==> config.mk <==
export PLATFORM = sky130hd
export DESIGN_NAME = fetch_stage
export DESIGN_NICKNAME = d
export VERILOG_FILES = /design/src/rtl/fetch_stage.sv
export SDC_FILE = /design/constraint.sdc
export NUM_CORES = 1
export LEC_CHECK = 0
export CAP_MARGIN = 30
export CORE_MARGIN = 1.5
export CORE_UTILIZATION = 26
export CTS_CLUSTER_DIAMETER = 40
export DETAILED_ROUTE_END_ITERATION = 6
export GPL_TIMING_DRIVEN = 0
export SYNTH_ARGS = -nofsm -noshare
export SYNTH_HDL_FRONTEND = slang
export SYNTH_SLANG_ARGS = --single-unit
==> constraint.sdc <==
create_clock -name clk -period 7.55 [get_ports clk]
set_input_delay 1.51 -clock clk [delete_from_list [all_inputs] [get_ports clk]]
set_output_delay 1.51 -clock clk [all_outputs]
set_load 0.1 [all_outputs]
Figure 1. Floorplan with the power grid (run 1).
Scale: 2 px per micron. Pins as bars on the die edge. Tap cells in gray.
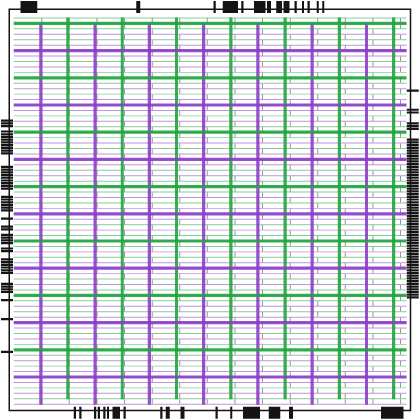
- purple: VSS
- green: VDD
- met1 rails: 72
- tap cells: 511
- rows: 71
- signal pins: 201
- met4 straps: 14
core area: 37900 sq um
Die Y-Extent: 200 microns

Figure 2. Met2 routing (run 1).
Scale: 1.5 px per micron.
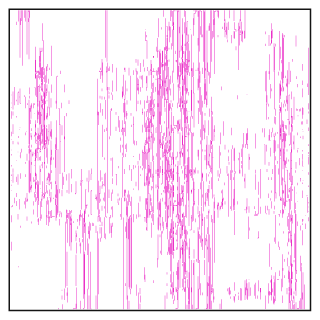
- wire length on this layer: 13700 microns
- share of all routed wire: 46%
- main direction: vertical
- nets with wire on the layer: 1059
routed wire length: 30.1 mm
met2 Use GR: 24.7%
total number of vias: 8015

Figure 3. M3 wires (run 1).
Scale: 1.5 px per micron.
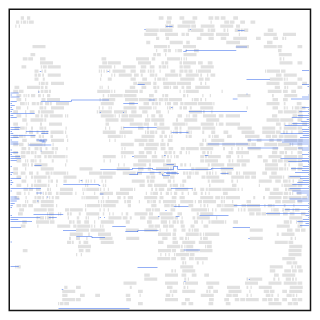
- nets with wire on the layer: 142
- main direction: horizontal
- wire length on this layer: 1410 microns
- share of all routed wire: 4.7%
met3 usage: 2.97%

==> results_slide.txt, run 1 <==
Implementation Results

Outcome
  – Outcome: finished, final reports clean

CTS
  – H-tree depth: 2
  – CTS Buffer Depth: 3
  – Clock root cell: clkbuf_16

Route
  – DRT Pass-1 Iters: 5
  – Metal3 WL: 1.41 mm
  – Routed wire per std cell: around 17 microns
  – DR top layer: met4
  – Vias/cell: approximately 4.5
  – DRT iter0 DRCs: 339

Synthesis
  – Ys async rst share: 100%
  – Synthesized registers: 219
  – Main flop type: dfrtp_1
  – Synth Seq Share: ~54%
  – Post-Syn Area per Cell: roughly 10 sq um
  – Synth Instances: a little under 1000
  – YS chip area: about 10000 sq um

Worst hold path
  – Hold Path Stages: 2

Critical path
  – Critical Path Max Stage Delay: about 1200 ps
  – Critical Path RT: between 6000 and 7000 ps
  – Delay-heaviest family, CP: buffers and inverters
  – Worst Reg2Reg Path Length in Cells: 12
  – Crit Path Category: reg2out
  – Critical path's most frequent cell: buf_6
  – Worst R2R Setup Slack: 3210 ps

Timing
  – Final hold violations: 0
  – Clock Skew: roughly 17 ps

Place
  – RePlAce Congestion: approximately 0.8

Power
  – Leakage: 0.00617 uW
  – Max IR drop VDD: around 150 uV

Final layout
  – P&R area growth vs syn: 43.6%
  – Share of post-route cells with drive strength above 1: roughly 14%

GRT
  – First-pass GRT wire length: 47.0 mm
==> run 1: worst min-delay path: cells and delay by family (launching register included) <==
kind	cells	cell delay, ps
AND/OR/NAND/NOR	2	100
flip-flops	1	340
==> run 1: where the power goes <==
part / internal [uW] / switching, uW
clock: 1180 / 681
combinational: 792 / 2410
sequential: 1490 / 223
total: 3460 / 3310
==> run 1: cells in the final DEF, fill, tap and decap left out, drive strengths merged, types with 3 or more instances in the layout <==
master,synthesis,routed
nand3,35,35
a21oi,3,3
xnor2,17,17
clkdlybuf4s50,0,193
dfstp,6,6
o21a,4,4
and4,3,3
conb,1,6
and3,3,3
nand4,20,20
nor2,20,20
nor3b,3,3
nand2,232,232
o31ai,10,10
o21ai,104,104
xor2,27,27
clkinvlp,0,6
a22oi,6,6
inv,4,13
mux2,66,66
buf,21,35
dfrtp,213,213
a21o,8,8
clkinv,0,11
clkbuf,40,92
nand4b,3,3
o31a,7,7
mux2i,60,60
nand3b,10,10
nor3,7,7
and2,4,4
nor4,11,11
==> run 1: logic make-up after synthesis <==
group / after synthesis / share of synthesized area, %
other: 1 / 0.0372
AOI/OAI and AO/OA: 153 / 8.97
adders and majority gates: 2 / 0.248
xor gates and xnor gates: 44 / 3.83
and+or+nand+nor: 360 / 16.2
buffers and inverters: 65 / 2.89
DFF: 219 / 54.5
muxes: 126 / 13.3
==> run 1: through the flow <==
step,area (sq um),setup TNS (ps),instances,setup WS (ps),hold slack [ps]
floorplan,10100,0,975,57.2,462
global placement,12700,-652600,1679,-3080,461
detailed placement,13000,0,1693,2920,462
CTS,14500,0,1772,2690,474
global route,14500,0,1772,2690,490
finish,14500,0,1772,2800,471
==> run 1: cell type report <==
class | instances | area, sq um
Buffer | 61 | 277
Clock buffer | 52 | 1190
Clock inverter | 27 | 234
Fill cell | 3816 | 23500
Inverter | 4 | 22.5
Multi-Input combinational cell | 691 | 4310
Sequential cell | 219 | 5490
Tap cell | 511 | 639
Timing Repair Buffer | 207 | 2290
==> run 1: metal layers <==
metal / track usage [%] / vias up
li1: - / 3916
met5: 0 / -
met3: 2.97 / 53
met1: 20.3 / 3831
met2: 24.7 / 215
met4: 6.32 / 0
Figure 4. Clock wiring as the flow saved it (run 1).
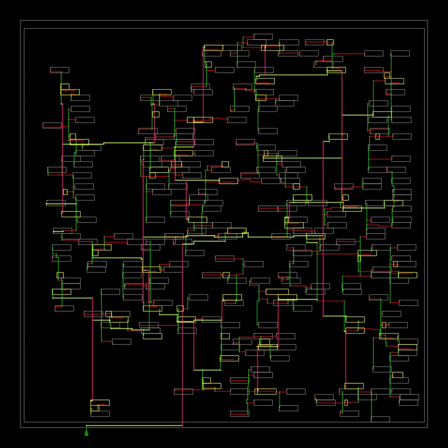

## Run 2: what changed since run 1
==> constraint.sdc (replaced) <==
create_clock -name clk -period 3.95 [get_ports clk]
set_input_delay 0.79 -clock clk [delete_from_list [all_inputs] [get_ports clk]]
set_output_delay 0.79 -clock clk [all_outputs]
set_load 0.1 [all_outputs]
Figure 5. Clock wiring as the flow saved it (run 2).
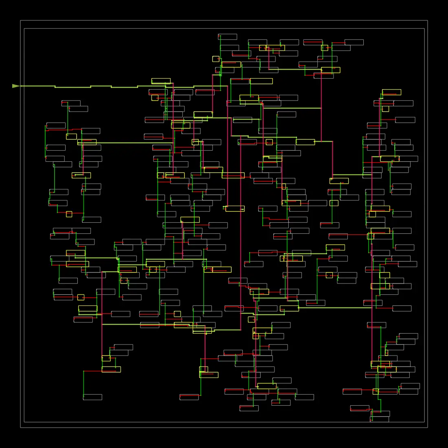
Clock Skew: 22.6 ps
CTS Sinks: 219
clk pwr: 3360 uW
CTS Buf Count: 39

==> run 2 against run 1 <==
  * Final area barely moved
  * Register-to-register slack lost 3000 ps
  * Utilization barely moved
  * Critical path type unchanged
  * Largest power group unchanged
  * Highest routed layer unchanged
==> results_slide.txt, run 2 <==
Implementation Results

Outcome
  – Outcome: finished, final reports clean

Synthesis
  – Ys async rst share: 100% (unchanged)
  – Post-Syn Area per Cell: 10.4 sq um (unchanged)
  – Synth Instances: 970 (unchanged)
  – Synthesized registers: 219 (unchanged)
  – Post-Syn Area: 10100 sq um
  – Post-synth top area cell: dfrtp_1
  – Main flop type: dfrtp_1
  – Synth Seq Share: 54.5% (unchanged)

Route
  – Vias/cell: 4.59 (+1.5%)
  – Routed wire per std cell: 16.7 microns (-1.4%)
  – DRT Pass-1 Iters: 7 (+2)
  – Routed wire length: 29.6 mm (-1.6%)
  – Total number of vias: 8113 (+1.2%)

CTS
  – CTS Buffer Depth: 3 (unchanged)
  – Clock root cell: clkbuf_16
  – H-tree depth: 2 (unchanged)
  – Clk ins delay skew pair: 530 ps

Place
  – Worst slack at placement: -361 ps (-3280 ps)
  – RePlAce Congestion: 0.818 (+1.6%)

Timing
  – Min Hold Slack: 473 ps (+1.57 ps)
  – Worst Setup Slack, final: 111 ps (-2690 ps)
  – Final hold violations: 0 (unchanged)
  – Slew HR: 29.0%
  – FMAX: ~260 MHz

Final layout
  – P&R area growth vs syn: 43.6% (about the same)
  – Top Layout Cells: nand2_1 (232), dfrtp_1 (213), clkdlybuf4s50_1 (193)
  – ANT cells: 0
  – Share of post-route cells with drive strength above 1: 14.5% (+0.13 points)
  – Top cell excl fill/tap: nand2_1

Power
  – Max IR drop VDD: 293 uV (+94%)
  – Leakage: 0.00616 uW (-0.21%)

Die
  – Die Y-Extent: 200 microns (unchanged)
  – Rows: around 70
  – Core area: 37900 sq um (unchanged)

Critical path
  – Worst R2R Setup Slack: 260 ps (-2950 ps)
  – Critical path's most frequent cell: buf_6
  – Critical Path Max Stage Delay: 1180 ps (-30 ps)
  – Worst Reg2Reg Path Length in Cells: 12 (unchanged)
  – Critical Path RT: 3160 ps (-2880 ps)
  – Crit-path cells: buf_6 > buf_6 > clkbuf_1 > nor3b_2 > clkdlybuf4s50_1
  – Crit Path Category: reg2out

Worst hold path
  – Hold Path Stages: 2 (unchanged)

GRT
  – First-pass GRT wire length: 46.2 mm (-1.7%)
  – Largest net degree at the start of global routing: 43
-- run 2: netlist changes by cell type in the layout (fill, tap and decap cells not counted), moves of 2 or more --
cell	change
clkinv_4	+5
bufinv_16	+2
clkinvlp_4	-2
clkbuf_8	-2
inv_6	+2
buf_2	-2
clkinv_2	-5
buf_12	+6
clkbuf_1	-2
clkbuf_16	-6
-- run 2: power breakdown --
group	internal [uW]	switching [uW]	leakage, uW
Sequential	2840	436	0.00284
Clock	2100	1270	0.000640
Combinational	1520	4600	0.00268
-- run 2: worst max-delay path, delay by kind of cell, from the launching register on --
family / cells / cell delay, ps
AND/OR/NAND/NOR: 1 / 340
flip-flops: 1 / 420
buffers and inverters: 4 / 1770
-- run 2: cell families after synthesis --
kind of cell               share of synthesized area (%)
adders and majority gates                          0.248
other                                             0.0372
AOI/OAI and AO/OA                                   8.97
DFF                                                 54.5
xor gates and xnor gates                            3.83
buffers and inverters                               2.89
and+or+nand+nor                                     16.2
muxes                                               13.3
-- run 2: stage by stage --
step / total power [uW] / setup TNS [ps] / instances / cell area (sq um)
after detailed placement: 9480 / -1030 / 1698 / 13100
after CTS: 12900 / 0 / 1768 / 14500
after global placement: 9050 / -320340 / 1679 / 12700
final: 12800 / 0 / 1768 / 14500
after floorplan: 7560 / 0 / 975 / 10100
after global routing: 13300 / 0 / 1768 / 14500
-- run 2: cell type report --
cell class	instances	area (sq um)
clock inverter	28	308
fill	3787	23500
buffer	61	279
sequential	219	5490
timing repair buffer	212	2390
multi-input combinational	691	4330
tap	511	639
inverter	4	18.8
clock buffer	42	1010
-- run 2: timing repair --
action | 4_1_cts | 5_1_grt
setup buffers | 0 | 0
resized | 2 | 2
gates cloned | 0 | 0
endpoints found under the setup margin | 6 | 1
-- run 2: routing by layer --
layer / track usage (%) / share of wire [%]
met5: 0 / 0
met4: 5.01 / 2.8
met3: 3.11 / 5.5
met2: 24.5 / 46
met1: 19.7 / 46
No activity file was given, so power comes from the tool's default toggle rates.
